$ cat config.mk
export PLATFORM = sky130hd
export DESIGN_NAME = decode_onehot_seq_flat
export DESIGN_NICKNAME = d
export VERILOG_FILES = /design/src/rtl/decode_onehot_seq_if.sv /design/src/rtl/decode_onehot_seq.sv /design/src/flat_wrapper.sv
export SDC_FILE = /design/constraint.sdc
export NUM_CORES = 1
export LEC_CHECK = 0
export ABC_AREA = 1
export ABC_CLOCK_PERIOD_IN_PS = 1460
export CELL_PAD_IN_SITES_DETAIL_PLACEMENT = 2
export CELL_PAD_IN_SITES_GLOBAL_PLACEMENT = 2
export CORE_ASPECT_RATIO = 2
export CORE_MARGIN = 5
export CORE_UTILIZATION = 21
export CTS_CLUSTER_DIAMETER = 120
export DETAILED_ROUTE_END_ITERATION = 8
export HOLD_SLACK_MARGIN = 0.03
export PLACE_DENSITY = 0.84
export SYNTH_ARGS = -nofsm -noshare
export SYNTH_HDL_FRONTEND = slang
export SYNTH_SLANG_ARGS = --single-unit
$ cat constraint.sdc
create_clock -name clock -period 1.46 [get_ports clock]
set_input_delay 0.292 -clock clock [delete_from_list [all_inputs] [get_ports clock]]
set_output_delay 0.292 -clock clock [all_outputs]
set_load 0.05 [all_outputs]
$ cat src/rtl/decode_onehot_seq_if.sv
// rtl/decode_onehot_seq_if.sv - load/rotate control and one-hot result bundle for decode_onehot_seq
interface decode_onehot_seq_if #(
    parameter int SEL_W = 3
);
    localparam int OUT_W = 2 ** SEL_W;

    logic [SEL_W-1:0] sel_in;
    logic             load_valid;
    logic             load_ready;
    logic             clear;
    logic             rot_start;
    logic             rot_stop;
    logic             dir;
    logic [OUT_W-1:0] res;
    logic             out_valid;
    logic [1:0]       state;
    logic             wrap;

    modport master (
        output sel_in, load_valid, clear, rot_start, rot_stop, dir,
        input  load_ready, res, out_valid, state, wrap
    );

    modport slave (
        input  sel_in, load_valid, clear, rot_start, rot_stop, dir,
        output load_ready, res, out_valid, state, wrap
    );
endinterface

$ cat src/rtl/decode_onehot_seq.sv
// rtl/decode_onehot_seq.sv - registered one-hot decoder with ring rotation; ONEHOT_CHECK_EN adds err_onehot
module decode_onehot_seq #(
    parameter int SEL_W     = 3,
    parameter int MAX_STEPS = 0,
    parameter int CNT_W     = 8
) (
    input  logic                clock,
    input  logic                reset_n,
    decode_onehot_seq_if.slave  bus
`ifdef ONEHOT_CHECK_EN
    ,
    output logic                err_onehot
`endif
);
    localparam int OUT_W = 2 ** SEL_W;

    localparam logic [1:0] ST_IDLE = 2'b00;
    localparam logic [1:0] ST_HOLD = 2'b01;
    localparam logic [1:0] ST_ROT  = 2'b10;

    localparam logic [CNT_W-1:0] MAX_CNT = CNT_W'(MAX_STEPS);
    localparam bit               BOUNDED = (MAX_STEPS != 0);

    logic [1:0]       state_q;
    logic [SEL_W-1:0] idx_q;
    logic [CNT_W-1:0] step_cnt;
    logic             wrap_q;

    logic             rotating;
    logic             load_ready;
    logic             load_acc;
    logic             valid;
    logic [SEL_W-1:0] idx_step;
    logic             at_edge;
    logic [CNT_W-1:0] cnt_next;
    logic [OUT_W-1:0] res;

    assign rotating   = (state_q == ST_ROT);
    assign load_ready = !rotating;
    assign load_acc   = bus.load_valid && load_ready;
    assign valid      = (state_q == ST_HOLD) || (state_q == ST_ROT);

    // Modular SEL_W-bit arithmetic gives the ring wrap for free.
    assign idx_step = bus.dir ? (idx_q - 1'b1) : (idx_q + 1'b1);
    assign at_edge  = bus.dir ? (idx_q == '0) : (idx_q == '1);
    assign cnt_next = step_cnt + 1'b1;

    assign res = valid ? (OUT_W'(1) << idx_q) : '0;

    assign bus.load_ready = load_ready;
    assign bus.out_valid  = valid;
    assign bus.res        = res;
    assign bus.state      = state_q;
    assign bus.wrap       = wrap_q;

    always_ff @(posedge clock or negedge reset_n) begin
        if (!reset_n) begin
            state_q  <= ST_IDLE;
            idx_q    <= '0;
            step_cnt <= '0;
            wrap_q   <= 1'b0;
        end else begin
            wrap_q <= 1'b0;
            if (bus.clear) begin
                state_q  <= ST_IDLE;
                idx_q    <= '0;
                step_cnt <= '0;
            end else begin
                case (state_q)
                    ST_IDLE: begin
                        if (load_acc) begin
                            idx_q   <= bus.sel_in;
                            state_q <= ST_HOLD;
                        end
                    end
                    ST_HOLD: begin
                        if (load_acc) begin
                            idx_q <= bus.sel_in;
                        end else if (bus.rot_start) begin
                            state_q  <= ST_ROT;
                            step_cnt <= '0;
                        end
                    end
                    ST_ROT: begin
                        if (bus.rot_stop) begin
                            state_q <= ST_HOLD;
                        end else begin
                            idx_q    <= idx_step;
                            step_cnt <= cnt_next;
                            wrap_q   <= at_edge;
                            // Bounded mode: the final step is still taken before parking.
                            if (BOUNDED && (cnt_next == MAX_CNT)) begin
                                state_q <= ST_HOLD;
                            end
                        end
                    end
                    default: begin
                        state_q  <= ST_IDLE;
                        idx_q    <= '0;
                        step_cnt <= '0;
                    end
                endcase
            end
        end
    end

`ifdef ONEHOT_CHECK_EN
    logic bad_now;

    assign bad_now = valid ? ($countones(res) != 1) : (res != '0);

    always_ff @(posedge clock or negedge reset_n) begin
        if (!reset_n) begin
            err_onehot <= 1'b0;
        end else if (bus.clear) begin
            err_onehot <= 1'b0;
        end else if (bad_now) begin
            err_onehot <= 1'b1;
        end
    end
`endif
endmodule

$ cat src/flat_wrapper.sv
// flat-port wrapper written by rule: the top's interface ports become plain ports
module decode_onehot_seq_flat 
#(
    parameter int SEL_W     = 3,
    parameter int MAX_STEPS = 0,
    parameter int CNT_W     = 8
)
  (clock, reset_n, bus_sel_in, bus_load_valid, bus_clear, bus_rot_start, bus_rot_stop, bus_dir, bus_load_ready, bus_res, bus_out_valid, bus_state, bus_wrap);
  decode_onehot_seq_if #(.SEL_W(SEL_W)) bus_i ();
  input  logic clock;
  input  logic reset_n;
  input wire logic [$bits(bus_i.sel_in)-1:0] bus_sel_in;
  input wire logic [$bits(bus_i.load_valid)-1:0] bus_load_valid;
  input wire logic [$bits(bus_i.clear)-1:0] bus_clear;
  input wire logic [$bits(bus_i.rot_start)-1:0] bus_rot_start;
  input wire logic [$bits(bus_i.rot_stop)-1:0] bus_rot_stop;
  input wire logic [$bits(bus_i.dir)-1:0] bus_dir;
  output wire logic [$bits(bus_i.load_ready)-1:0] bus_load_ready;
  output wire logic [$bits(bus_i.res)-1:0] bus_res;
  output wire logic [$bits(bus_i.out_valid)-1:0] bus_out_valid;
  output wire logic [$bits(bus_i.state)-1:0] bus_state;
  output wire logic [$bits(bus_i.wrap)-1:0] bus_wrap;
  assign bus_i.sel_in = bus_sel_in;
  assign bus_i.load_valid = bus_load_valid;
  assign bus_i.clear = bus_clear;
  assign bus_i.rot_start = bus_rot_start;
  assign bus_i.rot_stop = bus_rot_stop;
  assign bus_i.dir = bus_dir;
  assign bus_load_ready = bus_i.load_ready;
  assign bus_res = bus_i.res;
  assign bus_out_valid = bus_i.out_valid;
  assign bus_state = bus_i.state;
  assign bus_wrap = bus_i.wrap;
  decode_onehot_seq #(.SEL_W(SEL_W), .MAX_STEPS(MAX_STEPS), .CNT_W(CNT_W)) u_core (.clock(clock), .reset_n(reset_n), .bus(bus_i));
endmodule
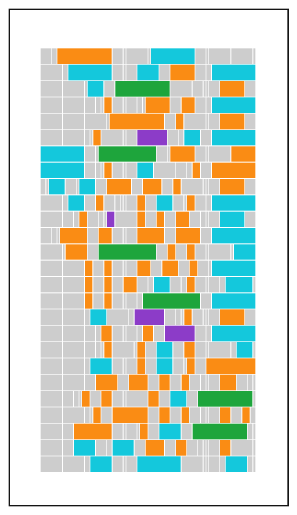
*Cells colored by class*
Drawn at 6 px/um. Fill, decap, tap and diode cells in gray.
other buffers and delay cells -> cyan  # cells 36
flip-flops -> green  # cells 6
clock drivers and dummy loads -> purple  # cells 4
all other logic -> orange  # cells 73
row count: 26
register share of the cell area: 12.55%
fin util: 48.32%
Final Instance Area: 1226 sq um
CORE AREA: 2537 sq um

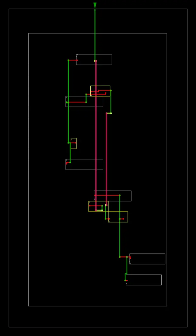
*Clock wiring as the flow saved it*
flip-flops: 6
Worst Skew: 0.005554 ns

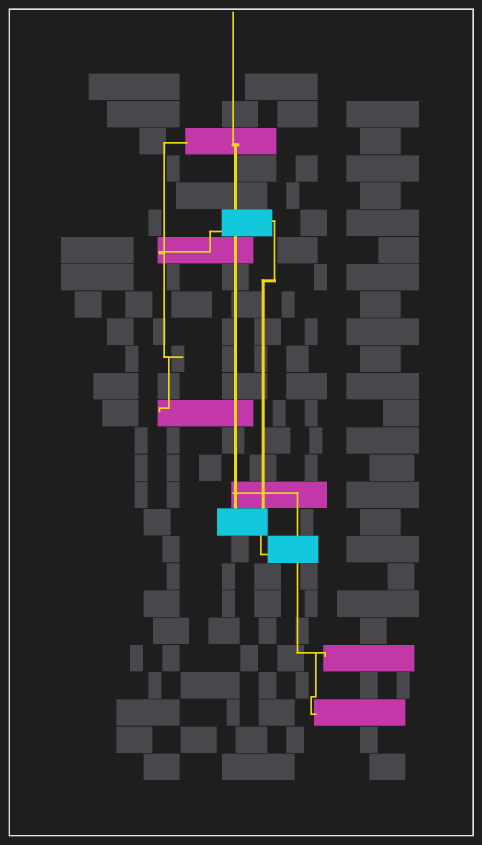
*Clock wires, drivers and flops*
Drawn at 10 px/um.
clock wires -> yellow  # length 178 um
cells driving clock nets -> cyan  # count 3
flip-flops -> magenta  # count 6
routed clock nets = 4
Clock Power: 277 uW
Clk pwr share: 9.9%

==> results.yml <==
# physical design summary
sta:
  fin_setup_tns_ns: -1.682
  setup_viol: 14
  period_needed_ns: 1.652
  worst_slew_pin_slew_ns: 0.3153
  fin_ws_ns: -0.1919
  fmax_ghz: 0.6054
  rsz0062_at_grt: "true"
  hold_violations: 0
  period_used_pct: 113.1
  maxSlewViolCount: 0
worst_setup_path:
  r2r_cells: 8
  path_class: "register to output pin"
  path_max_fanout: 4
  critPathArrivalTime_ns: 1.36
  cp_cell_sequence: "inv_2, ha_4, nand2_4, nor2_4, buf_12"
  slowest_stage: "dfrtp_2"
  timing.rr.start: "u_core.bus.state[0]"
  cp_num_cells: 5
  worstReg2RegEnd: "u_core.bus.state[0]"
  start_kind: "register"
  critPathTopFamily: "flip-flops"
  crit_path_end_kind: "output pin"
pwr:
  maxPowerGroup: "combinational cells"
  switching_power_mw: 1.402
  p_seq_share_pct: 11.8
  p_leak_nw: 0.5502
  power_mw: 2.794
  p_comb_share_pct: 78.2
  p_comb_mw: 2.19
  internal-power_mw: 1.393
  power.density_nw_per_um2: 2279
status:
  outcome: "finished, violations left"
  violations: "setup timing"
logic_synthesis:
  ys_sh_simple_pct: 36.05
  adder_share_pct: 12.70
  ys_cells: 79
  synthTopLogicFamily: "simple AND/OR/NAND/NOR gates"
  yosysTopAreaCell: "dfrtp_1"
  synth_area_sq_um: 551.8
  synthArstFlopShare_pct: 100.0
  ys_sh_mux_pct: 0
  common_cells: "nand2_1, nor2_1, inv_1, nand3_1, dfrtp_1"
flow_run:
  drv_cap: 0
global_routing:
  grtUsageMet3_pct: 0.8677
  antenna_found_initial: 0
  grt_pass1_vias: 864
  grt-ovfl-total: 0
  grtUsageTotal_pct: 16.65
  top_usage_layer: "met2"
  grtUsageMet1_pct: 14.53
placed_design:
  dpl.cell_count: 136
  place_hpwl_um: 2203
layout:
  nFillCells: 259
  logic_area_sq_um: 459.2
  nClkBuffers: 4
  sh_comb_area_pct: 37.45
  largest_cell_class: "non-clock buffers"
  clk_share_pct: 3.673
  nMultiInputCombCells: 59
  nonClkBufAreaFrac_pct: 37.65
  antenna_cells: 0
  inverters_excl_clock: 14
  regArea_sq_um: 153.9
drt:
  dr_wl_met3_um: 55
  drt-total-wl_um: 2707
  ant_nets: 0
  drt_iter0_markers: 11
  post_drt_wl_per_cell_um: 18.41
  route.met2.wl_um: 1691
  highest_layer: "met4"
  wl_met1_um: 845
  via_per_inst: 4.796
die:
  io-pin-count: 23
  tap_cells: 28
  die_w_um: 46.25
  dieArea_sq_um: 3815
clock_network:
  cts_resized: 4
  cts_tree: "yes"
  clkSlewWorstSetupHoldPaths_ns: 0.04
  cts_root_buf: "clkbuf_8"
  cts_hold_buffers: 0
hold_path:
  min_path_type: "primary input to asynchronous set/reset pin"
Power figures rest on the tool's default switching activity, not on a simulated workload.
